==> config.mk <==
export PLATFORM = sky130hd
export DESIGN_NAME = ov7670_capture
export DESIGN_NICKNAME = d
export VERILOG_FILES = /design/src/rtl/ov7670_capture_pkg.sv /design/src/rtl/ov7670_byte_pair.sv /design/src/rtl/ov7670_capture.sv
export SDC_FILE = /design/constraint.sdc
export NUM_CORES = 1
export LEC_CHECK = 0
export ABC_AREA = 1
export CAP_MARGIN = 20
export CORE_ASPECT_RATIO = 0.8
export CORE_MARGIN = 5
export CORE_UTILIZATION = 25
export CTS_CLUSTER_SIZE = 30
export DETAILED_ROUTE_END_ITERATION = 8
export HOLD_SLACK_MARGIN = 0.1
export PLACE_DENSITY_LB_ADDON = 0.3
export SLEW_MARGIN = 10
export SYNTH_ARGS = -nofsm -noshare
export SYNTH_HDL_FRONTEND = slang
export SYNTH_SLANG_ARGS = --single-unit
export TNS_END_PERCENT = 20
==> constraint.sdc <==
create_clock -name clk -period 2 [get_ports clk]
set_input_delay 0.3 -clock clk [delete_from_list [all_inputs] [get_ports clk]]
set_output_delay 0.3 -clock clk [all_outputs]
set_load 0.01 [all_outputs]
==> src/rtl/ov7670_capture_pkg.sv <==
// Shared types and defaults for the OV7670 parallel-bus capture path.
// Holds the FSM encoding, the RGB565 field layout and the default frame geometry.
package ov7670_capture_pkg;

  localparam int H_ACTIVE_DEF = 640;
  localparam int V_ACTIVE_DEF = 480;
  localparam int XW_DEF       = 10;
  localparam int YW_DEF       = 9;

  typedef enum logic [1:0] {
    ST_IDLE      = 2'd0,
    ST_WAIT_SYNC = 2'd1,
    ST_SYNC      = 2'd2,
    ST_ACTIVE    = 2'd3
  } state_t;

  // R[15:11] G[10:5] B[4:0]. The camera sends the byte holding R first.
  typedef struct packed {
    logic [4:0] r;
    logic [5:0] g;
    logic [4:0] b;
  } rgb565_t;

endpackage

==> src/rtl/ov7670_byte_pair.sv <==
// Pairs consecutive camera bytes into one RGB565 word and strobes it for one cycle.
// clear drops any half-assembled pixel and any strobe that is about to be issued.
module ov7670_byte_pair
  import ov7670_capture_pkg::*;
(
  input  logic        clk,
  input  logic        rst_n,
  input  logic        clear,
  input  logic        byte_en,
  input  logic [7:0]  byte_in,
  output logic [15:0] pix,
  output logic        pix_strobe,
  output logic        phase
);

  logic    [7:0] r_hi;
  rgb565_t       r_pix;
  logic          r_strobe;
  logic          r_phase;

  // NOTE: state updates use non-blocking assignments so every register samples
  // the values from before the clock edge, regardless of statement order.
  always_ff @(posedge clk or negedge rst_n) begin
    if (!rst_n) begin
      r_hi     <= '0;
      r_pix    <= '0;
      r_strobe <= 1'b0;
      r_phase  <= 1'b0;
    end else begin
      r_strobe <= 1'b0;
      if (clear) begin
        r_phase <= 1'b0;
      end else if (byte_en) begin
        if (!r_phase) begin
          r_hi    <= byte_in;
          r_phase <= 1'b1;
        end else begin
          r_pix    <= {r_hi, byte_in};
          r_strobe <= 1'b1;
          r_phase  <= 1'b0;
        end
      end
    end
  end

  assign pix        = r_pix;
  assign pix_strobe = r_strobe;
  assign phase      = r_phase;

endmodule

==> src/rtl/ov7670_capture.sv <==
// OV7670 video capture: frame alignment, RGB565 byte pairing, pixel coordinates
// and line/frame integrity status, all in the camera PCLK domain.
module ov7670_capture
  import ov7670_capture_pkg::*;
#(
  parameter int H_ACTIVE = H_ACTIVE_DEF,
  parameter int V_ACTIVE = V_ACTIVE_DEF,
  parameter int XW       = XW_DEF,
  parameter int YW       = YW_DEF
) (
  input  logic          clk,
  input  logic          rst_n,
  input  logic          enable,
  input  logic          vsync_in,
  input  logic          href_in,
  input  logic [7:0]    data_in,
  output logic [15:0]   pixel_data,
  output logic          pixel_valid,
  output logic [XW-1:0] pixel_x,
  output logic [YW-1:0] pixel_y,
  output logic          frame_start,
  output logic          frame_done,
  output logic          line_err,
  output logic          frame_err,
  output logic [7:0]    frame_count
);

  localparam logic [XW-1:0] X_END = XW'(H_ACTIVE);
  localparam logic [YW-1:0] Y_END = YW'(V_ACTIVE);

  state_t        r_state;
  logic          r_v_q, r_v_qq, r_h_q, r_h_qq;
  logic [7:0]    r_d_q;
  logic [XW-1:0] r_x, r_px;
  logic [YW-1:0] r_y, r_py;
  logic          r_overrun;
  logic          r_frame_start, r_frame_done, r_line_err, r_frame_err;
  logic [7:0]    r_frame_count;

  logic          w_v_rise, w_v_fall, w_h_fall;
  logic          w_active, w_byte_en, w_clear;
  logic [YW-1:0] w_y_inc, w_y_eol;
  logic [15:0]   w_pix;
  logic          w_pix_strobe, w_phase;

  // NOTE: every always_comb output gets a value on every path, so no latch is inferred.
  always_comb begin
    w_v_rise  = r_v_q & ~r_v_qq;
    w_v_fall  = ~r_v_q & r_v_qq;
    w_h_fall  = ~r_h_q & r_h_qq;
    w_active  = (r_state == ST_ACTIVE) & enable;
    // Bytes past the last column or below the last row are never paired.
    w_byte_en = w_active & r_h_q & ~w_v_rise & (r_x != X_END) & (r_y != Y_END);
    w_clear   = ~w_active | w_h_fall | w_v_rise;
    w_y_inc   = (r_y == Y_END) ? r_y : r_y + 1'b1;
    w_y_eol   = w_h_fall ? w_y_inc : r_y;
  end

  ov7670_byte_pair u_byte_pair (
    .clk        (clk),
    .rst_n      (rst_n),
    .clear      (w_clear),
    .byte_en    (w_byte_en),
    .byte_in    (r_d_q),
    .pix        (w_pix),
    .pix_strobe (w_pix_strobe),
    .phase      (w_phase)
  );

  always_ff @(posedge clk or negedge rst_n) begin
    if (!rst_n) begin
      r_state       <= ST_IDLE;
      r_v_q         <= 1'b0;
      r_v_qq        <= 1'b0;
      r_h_q         <= 1'b0;
      r_h_qq        <= 1'b0;
      r_d_q         <= '0;
      r_x           <= '0;
      r_y           <= '0;
      r_px          <= '0;
      r_py          <= '0;
      r_overrun     <= 1'b0;
      r_frame_start <= 1'b0;
      r_frame_done  <= 1'b0;
      r_line_err    <= 1'b0;
      r_frame_err   <= 1'b0;
      r_frame_count <= '0;
    end else begin
      r_v_q         <= vsync_in;
      r_v_qq        <= r_v_q;
      r_h_q         <= href_in;
      r_h_qq        <= r_h_q;
      r_d_q         <= data_in;
      r_frame_start <= 1'b0;
      r_frame_done  <= 1'b0;
      r_line_err    <= 1'b0;
      r_frame_err   <= 1'b0;

      // Coordinates travel with the second byte so they line up with the strobe.
      if (w_byte_en && w_phase) begin
        r_px <= r_x;
        r_py <= r_y;
      end

      if (!enable) begin
        r_state <= ST_IDLE;
      end else begin
        case (r_state)
          ST_IDLE: r_state <= ST_WAIT_SYNC;

          ST_WAIT_SYNC: if (w_v_rise) r_state <= ST_SYNC;

          ST_SYNC: begin
            if (w_v_fall) begin
              r_frame_start <= 1'b1;
              r_x           <= '0;
              r_y           <= '0;
              r_overrun     <= 1'b0;
              r_state       <= ST_ACTIVE;
            end
          end

          ST_ACTIVE: begin
            if (w_byte_en && w_phase) r_x <= r_x + 1'b1;
            if (r_h_q && (r_x == X_END)) r_overrun <= 1'b1;

            if (w_h_fall) begin
              r_line_err <= w_phase | (r_x != X_END) | r_overrun;
              r_x        <= '0;
              r_overrun  <= 1'b0;
              r_y        <= w_y_inc;
            end

            // A line ending on the same edge is accounted for before the frame closes.
            if (w_v_rise) begin
              r_frame_done  <= 1'b1;
              r_frame_err   <= (w_y_eol != Y_END) | r_h_q;
              r_frame_count <= r_frame_count + 8'd1;
              r_state       <= ST_SYNC;
            end
          end

          default: r_state <= ST_IDLE;
        endcase
      end
    end
  end

  assign pixel_data  = w_pix;
  assign pixel_valid = w_pix_strobe;
  assign pixel_x     = r_px;
  assign pixel_y     = r_py;
  assign frame_start = r_frame_start;
  assign frame_done  = r_frame_done;
  assign line_err    = r_line_err;
  assign frame_err   = r_frame_err;
  assign frame_count = r_frame_count;

endmodule

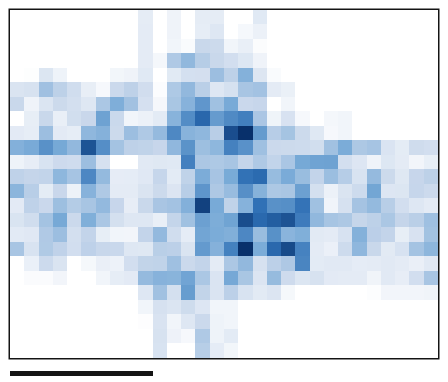
run_1/wire_density.png
The bar under the picture is 50 microns long. The die is cut into 30 by 24 equal tiles; white is low, dark blue is high, scaled to the fullest tile. Values are wire area over tile area, all layers added.
7.9% of the tiles are over half the peak. The densest ninth of the die: centre. The fullest tile reaches 0.45. The mean over all tiles is 0.081.

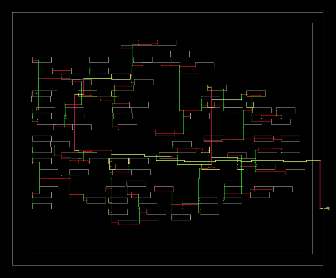
run_1/final_clocks.png
total CTS buffers: 9
Clk. pwr: 1610 uW
clock buf count: 9
# clock sinks: 91

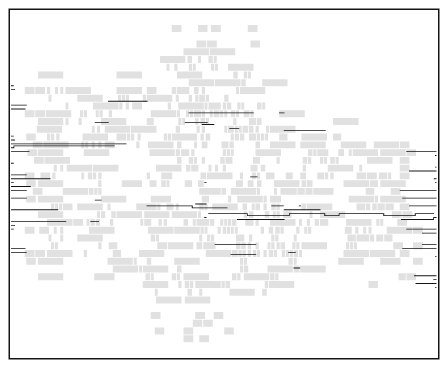
run_1/met3.png
Cells faint in the background.
The layer carries 553 microns of wire. The longest straight run is 40.2 microns. 54 nets have wire on it. The wires run mostly horizontal.

==> results.json, run 1 <==
{
  "outcome": "finished clean",
  "sh_comb_area_pct": 27.1,
  "portBuffers": 60,
  "pin_count": 61,
  "first_pass_iters": 4,
  "drtIter0Drc": 120,
  "cp_cell_sequence": "inv_1, ha_1, nand2_1, nor2_1, nand4_1, nand4_4, buf_4, nand2_1, o21ai_1",
  "die_height_microns": 122,
  "post_drt_via_cell_ratio": 4.16,
  "fmax_mhz": 554,
  "worst_setup_path_end_kind": "flop",
  "warnings": 28,
  "buffer_area_share_pct": 15.8,
  "slew_viol_final": 0,
  "ys_cells": 438,
  "holdPathStages": 1,
  "cts_tree": "yes",
  "clock_skew_ns": 0.00737,
  "synthTopLogicFamily": "simple AND/OR/NAND/NOR gates",
  "overflow": 0,
  "yosysMostFrequentCell": "nand2_1",
  "peakVddDrop_mv": 0.499,
  "synthAdderAreaFrac_pct": 1.59,
  "ys_types": 33,
  "grt.total_usage_pct": 10.7,
  "placed_cell_area_sq_um": 4950,
  "postRouteWirelength_mm": 9.38,
  "finalClockPeriodUsage_pct": 90.3,
  "num-fill-cells": 1620,
  "synth_nets": 456,
  "ys_sh_aoi_pct": 6.85,
  "setup_viol": 0,
  "cts_buffer_depth": 2
}
[run 1: timing repair]
item	4_1_cts	5_1_grt
gates resized	0	0
hold endpoints to repair	29	0
hold buffers	1	0
[run 1: layer usage]
layer | GRT usage, % | up-vias | wire [microns]
met5 | 0 | - | 0
li1 | - | 1551 | -
met4 | 2.97 | 0 | 129
met1 | 15.0 | 1435 | 4670
met2 | 15.9 | 78 | 4030
met3 | 3.68 | 14 | 553
[run 1: path summary, 6_finish.rpt]
check	endpoint	slack [ns]
min	r_d_q[5]	0.39
max reg2reg	u_byte_pair.pix[12]	0.19
min in group asynchronous	r_y[6]	0.47
max	u_byte_pair.pix[12]	0.19
min reg2reg	r_v_qq	0.44
max in group asynchronous	u_byte_pair.r_hi[2]	1.01
[run 1: registers in the layout, indices dropped and copies added, names as in the netlist]
register and cells:
r_d_q 8, u_byte_pair.phase 1, r_h_q 1, u_byte_pair.pix 16
r_state 2, frame_done 1, line_err 1, r_v_q 1
r_v_qq 1, r_h_qq 1, frame_start 1, u_byte_pair.r_hi 8
r_overrun 1, frame_err 1, frame_count 8, u_byte_pair.pix_strobe 1
r_y 9, pixel_x 10, r_x 10, pixel_y 9
[run 1: through the flow]
stage	worst slack (ns)	setup TNS, ns	utilization [%]	cells	hold slack [ns]
after detailed placement	-0.0199	-0.0199	31.7	723	0.293
after global routing	0.00242	0	33.6	740	0.380
final	0.194	0	33.6	740	0.388
after CTS	0.162	0	33.6	740	0.374
after floorplan	0.465	0	-	438	0.00441
after global placement	0.0108	0	31.7	723	0.287
[run 1: power by group]
part / total [uW] / switching, uW / internal [uW]
registers: 2060 / 98.1 / 1960
logic: 453 / 285 / 168
clock network: 1610 / 752 / 862
==> run 2, diff against run 1 <==
- CAP_MARGIN: 20 -> not set
- SLEW_MARGIN: 10 -> 20
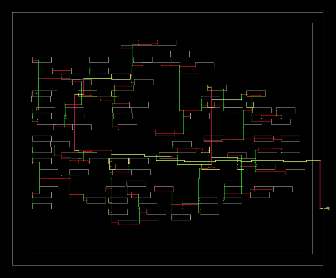
run_2/final_clocks.png
Clock Skews: 0.00737 ns
registers: 91

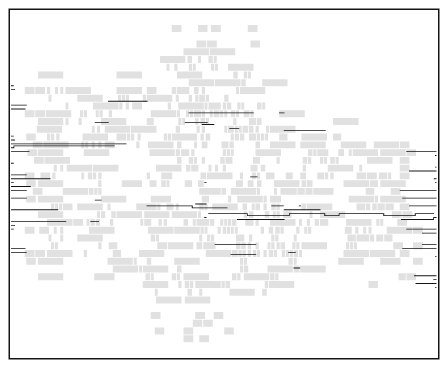
run_2/met3.png
Cells faint in the background.
The layer holds 5.9% of the routed length. The longest straight run is 40.2 microns. 54 nets have wire on it.
total number of vias: 3078
grt met3 use: 3.68%
final WL: 9.38 mm

==> results.json, run 2 <==
{
  "outcome": "finished clean",
  "holdPathStages": 1,
  "cts_made_buffers": 9,
  "die_height_microns": 122,
  "holdBufCountCts": 1,
  "pin_count": 61,
  "num-fill-cells": 1620,
  "ys_cells": 438,
  "reg2reg_slack_ns": 0.19,
  "ys_types": 33,
  "synth_nets": 456,
  "ys_sh_aoi_pct": 6.85,
  "yosysMostFrequentCell": "nand2_1",
  "final.clkbuf_count": 9,
  "peakVddDrop_mv": 0.499,
  "drtIter0Drc": 120,
  "die_w_microns": 150,
  "cts_tree": "yes",
  "portBuffers": 60,
  "overflow": 0,
  "buffer_area_share_pct": 15.8,
  "largest_reg_flops": 16,
  "r2r_end": "u_byte_pair.pix[12]",
  "cts_resized": 0,
  "crit_end": "u_byte_pair.pix[12]",
  "fmax_mhz": 554,
  "synthTopLogicFamily": "simple AND/OR/NAND/NOR gates",
  "cts_buffer_depth": 2,
  "fin_util_pct": 33.6,
  "hold_end": "r_d_q[5]",
  "post_drt_via_cell_ratio": 4.16,
  "grt.total_usage_pct": 10.7,
  "warnings": 28,
  "first_pass_iters": 4,
  "clkSinkCount": 91,
  "finalClockPeriodUsage_pct": 90.3,
  "setup_viol": 0,
  "hold_ws_ns": 0.388
}
run 2: cell counts after synthesis:
No cell type changed its count.
run 2: kinds of logic after synthesis:
kind of cell | after synthesis
adder cells (fa/ha/maj) | 5
buffers and inverters | 54
flip-flops | 91
AND-OR/OR-AND | 49
XOR/XNOR | 11
AND/OR/NAND/NOR | 228
run 2: routing by layer:
layer / share of wire [%] / track usage [%] / up-vias
li1: - / - / 1551
met1: 50 / 15.0 / 1435
met2: 43 / 15.9 / 78
met3: 5.9 / 3.68 / 14
met4: 1.4 / 2.97 / 0
met5: 0 / 0 / -
run 2: per-stage QoR:
| stage | std cells | area, sq um | setup WS [ns] | TNS [ns] |
|---|---|---|---|---|
| after global placement | 723 | 4950 | 0.0108 | 0 |
| after detailed placement | 723 | 4950 | -0.0199 | -0.0199 |
| after global routing | 740 | 5240 | 0.00242 | 0 |
| after CTS | 740 | 5240 | 0.162 | 0 |
| final | 740 | 5240 | 0.194 | 0 |
| after floorplan | 438 | 3930 | 0.465 | 0 |
run 2: power breakdown:
part / internal, uW / switching, uW / total, uW
Sequential: 1960 / 98.1 / 2060
Combinational: 168 / 285 / 453
Clock: 862 / 752 / 1610
Total: 2990 / 1140 / 4130
run 2: worst max-delay path, cell delays in order (launching register included):
cell     delay (ns)
dfrtp_1        0.41
inv_1          0.15
ha_1           0.17
nand2_1        0.05
nor2_1         0.11
nand4_1        0.23
nand4_4        0.18
buf_4          0.27
nand2_1        0.08
o21ai_1        0.08
==> run 3, diff against run 2 <==
- SKIP_LAST_GASP: not set -> 1
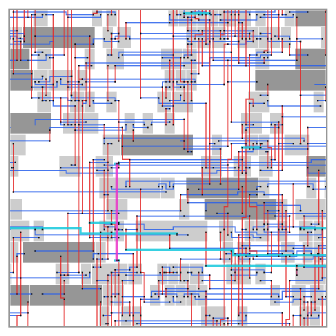
run_3/zoom.png
Window x 55 to 95, y 41 to 81 microns. Cells in grey, sequential cells in the stronger grey; small squares are vias.
Key: cyan = met3; blue = met1; red = met2; magenta = met4
Most frequent: nand2_1 (34), nand3_1 (19). Netlist names of flops here include r_x (2), r_y (2). Sequential cells in the window: 8. 119 logic cells have their middle in the window.

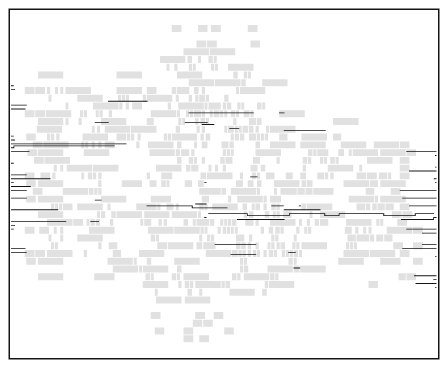
run_3/met3.png
Cells faint in the background.
The wires run mostly horizontal. 54 nets have wire on it. The layer carries 553 microns of wire.

==> results.json, run 3 <==
{
  "placed_cells": 723,
  "yosysMostFrequentCell": "nand2_1",
  "finalClockPeriodUsage_pct": 90.3,
  "cts_buffer_depth": 2,
  "ys_cells": 438,
  "fin_ws_ns": 0.194,
  "clock_skew_ns": 0.00737,
  "fin_util_pct": 33.6,
  "outcome": "finished clean",
  "via_count": 3078,
  "hold_ws_ns": 0.388,
  "overflow": 0,
  "fin_area_sq_um": 5240,
  "grt.total_usage_pct": 10.7,
  "detailedPlace.worstSlack_ns": -0.0199,
  "die_w_microns": 150,
  "instances_no_fill": 740,
  "synth_nets": 456,
  "crit_top_cell": "nand2_1",
  "cts_tree": "yes",
  "clkSinkCount": 91,
  "peakVddDrop_mv": 0.499,
  "fmax_mhz": 554,
  "cp_cell_sequence": "inv_1, ha_1, nand2_1, nor2_1, nand4_1, nand4_4, buf_4, nand2_1, o21ai_1",
  "pin_count": 61,
  "slowest_delay_ns": 0.41,
  "drtIter0Drc": 120,
  "die_height_microns": 122,
  "postRouteWirelength_mm": 9.38
}
-- run 3: metal layers --
layer	vias to the layer above	track usage (%)	routed length (microns)
met5	-	0	0
met4	0	2.97	129
met3	14	3.68	553
met2	78	15.9	4030
met1	1435	15.0	4670
li1	1551	-	-
-- run 3: area by class of cell --
class | count | area (sq um)
fill | 1620 | 10400
timing repair buffer | 82 | 828
inverter | 43 | 164
tap | 215 | 269
clock buffer | 9 | 225
clock inverter | 7 | 57.6
sequential | 91 | 2280
multi-input combinational | 293 | 1420
-- run 3: final timing paths --
kind / slack [ns] / start / endpoint / cells past startpoint
max in group asynchronous: 1.01 / rst_n / u_byte_pair.r_hi[2] / 3
max: 0.19 / r_x[0] / u_byte_pair.pix[12] / 9
min reg2reg: 0.44 / r_v_q / r_v_qq / 0
min in group asynchronous: 0.47 / rst_n / r_y[6] / 2
max reg2reg: 0.19 / r_x[0] / u_byte_pair.pix[12] / 9
min: 0.39 / data_in[5] / r_d_q[5] / 1
-- run 3: power breakdown --
part	internal (uW)	leakage [uW]	switching (uW)	total [uW]
logic	168	0.00115	285	453
registers	1960	0.00120	98.1	2060
clock network	862	0.000135	752	1610
-- run 3: what timing repair did --
action,in CTS,in global routing
resized,0,0
endpoints found under the hold margin,29,0
hold buffers,1,0
buffers inserted,0,0
-- run 3: kinds of logic (layout without fill, tap and decap cells) --
logic type / after synthesis / count (layout) / synth area share [%]
DFF: 91 / 91 / 58.0
and+or+nand+nor: 228 / 228 / 25.3
adders and majority gates: 5 / 5 / 1.59
xor gates and xnor gates: 11 / 11 / 2.45
AOI/OAI and AO/OA: 49 / 49 / 6.85
buffers and inverters: 54 / 141 / 5.80
No activity file was given, so power comes from the tool's default toggle rates.
